`config.mk`:
```
export PLATFORM = sky130hd
export DESIGN_NAME = world_map
export DESIGN_NICKNAME = d
export VERILOG_FILES = /design/src/rtl/world_map.sv
export SDC_FILE = /design/constraint.sdc
export NUM_CORES = 1
export LEC_CHECK = 0
export CAP_MARGIN = 5
export CELL_PAD_IN_SITES_DETAIL_PLACEMENT = 2
export CELL_PAD_IN_SITES_GLOBAL_PLACEMENT = 2
export CORE_MARGIN = 1
export CORE_UTILIZATION = 24
export DETAILED_ROUTE_END_ITERATION = 12
export GPL_ROUTABILITY_DRIVEN = 1
export MAX_ROUTING_LAYER = met4
export PLACE_DENSITY = 0.8
export SKIP_LAST_GASP = 1
export SLEW_MARGIN = 20
export SYNTH_ARGS = -nofsm -noshare
export SYNTH_HDL_FRONTEND = slang
export SYNTH_SLANG_ARGS = --single-unit
```
`constraint.sdc`:
```
create_clock -name clk -period 3.2 [get_ports clk]
set_input_delay 0.64 -clock clk [delete_from_list [all_inputs] [get_ports clk]]
set_output_delay 0.64 -clock clk [all_outputs]
set_load 0.02 [all_outputs]
```
`src/rtl/world_map.sv`:
```
// ---------------------------------------------------------------------------
// world_map
//   Tile-map store for the raycaster. Holds a MAP_W x MAP_H grid of wall/empty
//   cells, answers "is this cell a wall?" combinationally for the DDA walker,
//   and latches the first wall cell hit on each ray.
//
//   Optional feature macro: WORLD_MAP_WRITE_EN
//     When defined, the map becomes writable through wr_en/wr_addr/wr_data.
//     When undefined, the map is the fixed default layout.
//
// Ports:
//   clk            in   rising-edge clock
//   reset          in   synchronous, active-high
//   xPos, yPos     in   4-bit map column / row of the cell under test
//   setup_complete in   lookups are only meaningful while high
//   is_new_ray     in   one-cycle pulse, re-arms hit capture
//   wr_en          in   (WORLD_MAP_WRITE_EN only) write strobe
//   wr_addr        in   (WORLD_MAP_WRITE_EN only) {y[3:0], x[3:0]}
//   wr_data        in   (WORLD_MAP_WRITE_EN only) 1 = wall
//   is_wall        out  addressed cell is a wall (combinational, gated)
//   hit_coord_x/y  out  first wall cell hit on the current ray
// ---------------------------------------------------------------------------
module world_map #(
    parameter int MAP_W = 16,   // xPos is 4 bits wide, so the grid stays 16x16
    parameter int MAP_H = 16
) (
    input  logic       clk,
    input  logic       reset,
    input  logic [3:0] xPos,
    input  logic [3:0] yPos,
    input  logic       setup_complete,
    input  logic       is_new_ray,
`ifdef WORLD_MAP_WRITE_EN
    input  logic       wr_en,
    input  logic [7:0] wr_addr,
    input  logic       wr_data,
`endif
    output logic       is_wall,
    output logic [3:0] hit_coord_x,
    output logic [3:0] hit_coord_y
);

    localparam int CELLS = MAP_W * MAP_H;
    localparam int IDX_W = $clog2(CELLS);

    // Cell (x,y) lives at bit y*MAP_W + x, so {yPos,xPos} is the bit index.
    function automatic logic [CELLS-1:0] default_map();
        logic [CELLS-1:0] m;
        m = '0;
        for (int y = 0; y < MAP_H; y++) begin
            for (int x = 0; x < MAP_W; x++) begin
                if (x == 0 || x == MAP_W - 1 || y == 0 || y == MAP_H - 1)
                    m[IDX_W'(y * MAP_W + x)] = 1'b1;
                if ((x == 4 || x == 5) && (y == 4 || y == 5))
                    m[IDX_W'(y * MAP_W + x)] = 1'b1;
                if (x == 10 && y >= 3 && y <= 7)
                    m[IDX_W'(y * MAP_W + x)] = 1'b1;
            end
        end
        return m;
    endfunction

    localparam logic [CELLS-1:0] DEFAULT_MAP = default_map();

    logic [CELLS-1:0] map_w;
    logic [IDX_W-1:0] rd_idx;
    logic             cell_rd;
    logic             hit_now;

`ifdef WORLD_MAP_WRITE_EN
    logic [CELLS-1:0] map_q, map_d;

    always_comb begin
        map_d = map_q;
        if (wr_en)
            map_d[wr_addr] = wr_data;
    end

    always_ff @(posedge clk) begin
        if (reset)
            map_q <= DEFAULT_MAP;
        else
            map_q <= map_d;
    end

    assign map_w = map_q;
`else
    // Read-only build: the layout is a constant, always equal to its reset value.
    assign map_w = DEFAULT_MAP;
`endif

    assign rd_idx  = {yPos, xPos};
    assign cell_rd = map_w[rd_idx];
    // Reset also masks the lookup so the walker never sees a stale wall.
    assign is_wall = setup_complete & cell_rd & ~reset;

    // -----------------------------------------------------------------------
    // First-hit capture
    // -----------------------------------------------------------------------
    logic       hit_latched_q, hit_latched_d;
    logic [3:0] hit_x_q, hit_x_d;
    logic [3:0] hit_y_q, hit_y_d;

    assign hit_now = setup_complete & cell_rd;

    always_comb begin
        hit_latched_d = hit_latched_q;
        hit_x_d       = hit_x_q;
        hit_y_d       = hit_y_q;
        // A new-ray pulse wins over a same-cycle hit; coords are kept.
        if (is_new_ray) begin
            hit_latched_d = 1'b0;
        end else if (hit_now && !hit_latched_q) begin
            hit_latched_d = 1'b1;
            hit_x_d       = xPos;
            hit_y_d       = yPos;
        end
    end

    always_ff @(posedge clk) begin
        if (reset) begin
            hit_latched_q <= 1'b0;
            hit_x_q       <= '0;
            hit_y_q       <= '0;
        end else begin
            hit_latched_q <= hit_latched_d;
            hit_x_q       <= hit_x_d;
            hit_y_q       <= hit_y_d;
        end
    end

    assign hit_coord_x = hit_x_q;
    assign hit_coord_y = hit_y_q;

endmodule

```
==> run_summary.xml <==
<?xml version="1.0" encoding="UTF-8"?>
<metrics>
  <group name="outcome">
    <metric name="outcome" unit="">finished clean</metric>
  </group>
  <group name="sta">
    <metric name="finalHoldWorstSlack" unit="ns">0.4759</metric>
    <metric name="rsz_0062_raised_after_global_routing" unit="">no</metric>
    <metric name="setup_ws" unit="ns">0.1212</metric>
    <metric name="max_freq" unit="GHz">0.3248</metric>
    <metric name="timing.final.crit_period" unit="ns">3.079</metric>
    <metric name="timing.clock.skew" unit="ns">0.007094</metric>
    <metric name="finalHoldViolCount" unit="">0</metric>
    <metric name="finalClockPeriodUsage" unit="%">96.21</metric>
  </group>
  <group name="clock_network">
    <metric name="htree_num_levels" unit="">1</metric>
    <metric name="post-cts-setup-buffers" unit="">0</metric>
    <metric name="cts_tree" unit="">built</metric>
    <metric name="insertion_delay" unit="ns">0.26</metric>
  </group>
  <group name="worst_setup_path">
    <metric name="worst_path_largest_cell_delay" unit="ns">0.53</metric>
    <metric name="crit_path_cell_trace" unit="">clkdlybuf4s50_1 &gt; or4_1 &gt; o311a_2 &gt; and3_1 &gt; nor4b_1 &gt; buf_2</metric>
    <metric name="worst_setup_path_end_kind" unit="">primary output</metric>
  </group>
  <group name="run">
    <metric name="maximum_capacitance_violations" unit="">0</metric>
  </group>
  <group name="power_and_ir_drop">
    <metric name="power_density" unit="mW/mm^2">324.4</metric>
    <metric name="peakVddDrop" unit="mV">0.1301</metric>
    <metric name="power" unit="uW">257.3</metric>
  </group>
  <group name="logic_synthesis">
    <metric name="post_synth_instance_area" unit="um^2">470.5</metric>
    <metric name="net_count_after_synthesis" unit="">59</metric>
    <metric name="yosys_area" unit="um^2">470.5</metric>
    <metric name="synth_async_sr_flop_share" unit="%">0</metric>
    <metric name="synthCells" unit="">47</metric>
    <metric name="ys_cells" unit="">47</metric>
    <metric name="postSynthSeqShare" unit="%">38.30</metric>
    <metric name="ys.flops" unit="">9</metric>
  </group>
  <group name="finish">
    <metric name="lay_top_cells" unit="">clkdlybuf4s50_1 (19), nand2b_1 (13), dfxtp_1 (9), buf_4 (9), mux2i_1 (7)</metric>
    <metric name="final_layout_size_suffix_gt1_share" unit="%">21.52</metric>
    <metric name="finish.cell_count_without_fillers" unit="">104</metric>
    <metric name="lay_top_count" unit="">clkdlybuf4s50_1</metric>
  </group>
  <group name="detailed_routing">
    <metric name="drt_iter0_markers" unit="">11</metric>
    <metric name="drt-total-wl" unit="um">1531</metric>
    <metric name="drt-vias-per-instance" unit="">4.683</metric>
    <metric name="firstDrtPassIters" unit="">4</metric>
  </group>
  <group name="placement">
    <metric name="dp_cell_count" unit="">100</metric>
    <metric name="dp_worst_setup_slack" unit="ns">-0.3706</metric>
  </group>
  <group name="floorplanning">
    <metric name="die_w" unit="um">46.28</metric>
    <metric name="chipArea" unit="mm^2">0.002141</metric>
  </group>
  <group name="global_route">
    <metric name="gr-total-overflow" unit="">0</metric>
  </group>
</metrics>
==> Yosys cell counts (all sizes together), types with 2 or more instances <==
cell    instances  area [um^2]
dfxtp           9        180.2
nand2b         13        81.33
o21ai           2        10.01
nor4b           2        17.52
mux2i           7        70.07
==> kinds of logic (layout without fill, tap and decap cells) <==
kind of cell,Yosys count,in the layout,share of synthesized area [%]
muxes,7,7,14.89
AOI/OAI and AO/OA,4,4,9.042
and+or+nand+nor,26,26,36.97
buffers and inverters,1,33,0.7971
DFF,9,9,38.30
==> where the power goes <==
part | switching (mW) | internal (mW)
clock | 0.0424 | 0.0481
combinational | 0.0209 | 0.0313
sequential | 0.000916 | 0.114
total | 0.0641 | 0.193
==> repair_timing <==
action | CTS | global route
hold endpoints to repair | 0 | 0
gates resized | 5 | 1
endpoints found under the setup margin | 1 | 1
==> final timing paths <==
path,start,endpoint,slack (ns),cells after the start
max reg2reg,hit_latched_q,hit_coord_y[0],1.50,3
max,xPos[2],is_wall,0.12,6
min reg2reg,hit_coord_y[3],hit_coord_y[3],0.48,1
min,hit_coord_y[3],hit_coord_y[3],0.48,1
==> area by class of cell <==
cell class                      instances  area (um^2)  share of cell area [%]
Tap cell                               25        31.28                   3.943
Clock buffer                            4        26.28                   3.312
Timing Repair Buffer                   29        262.8                   33.12
Multi-Input combinational cell         37        292.8                   36.91
Sequential cell                         9        180.2                   22.71
==> per-stage QoR <==
step / setup TNS (ns) / area (um^2)
5_1_grt: 0 / 793.3
6_report: 0 / 793.3
3_5_place_dp: -0.3706 / 765.7
3_3_place_gp: -0.3000 / 765.7
4_1_cts: 0 / 799.5
2_1_floorplan: 0 / 470.5
==> flip-flops by register name, indices dropped and copies added, names as in the netlist <==
register,count
hit_latched_q,1
hit_coord_x,4
hit_coord_y,4
==> per-layer routing <==
layer / global-route usage (%) / vias to the layer above / share of wire, %
li1: - / 235 / -
met4: 8.824 / 0 / 1.2
met3: 2.353 / 2 / 2.0
met5: - / - / 0
met1: 22.72 / 241 / 46
met2: 27.61 / 9 / 51
The clock network:
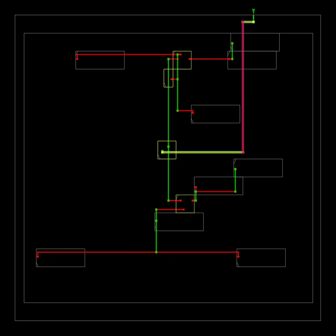
number of clock sinks: 9
clock network power: 90.4 uW

Cell density map:
The bar under the picture is 10 um long. The die is cut into 9 by 9 equal tiles; dark purple is low, yellow is high, 0 to 100% covered.
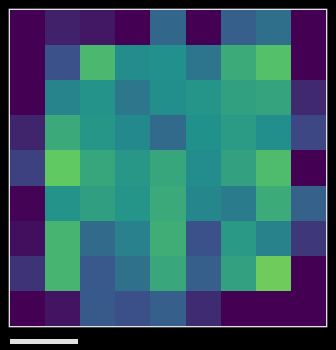
mean over tiles: 36%
densest ninth of the die: center
emptiest ninth of the die: upper left
final core utilization: 44.49%
core region area: 0.001783 mm^2
starting density of the core: 26.39%

Power is estimated from default activity; no workload was simulated.
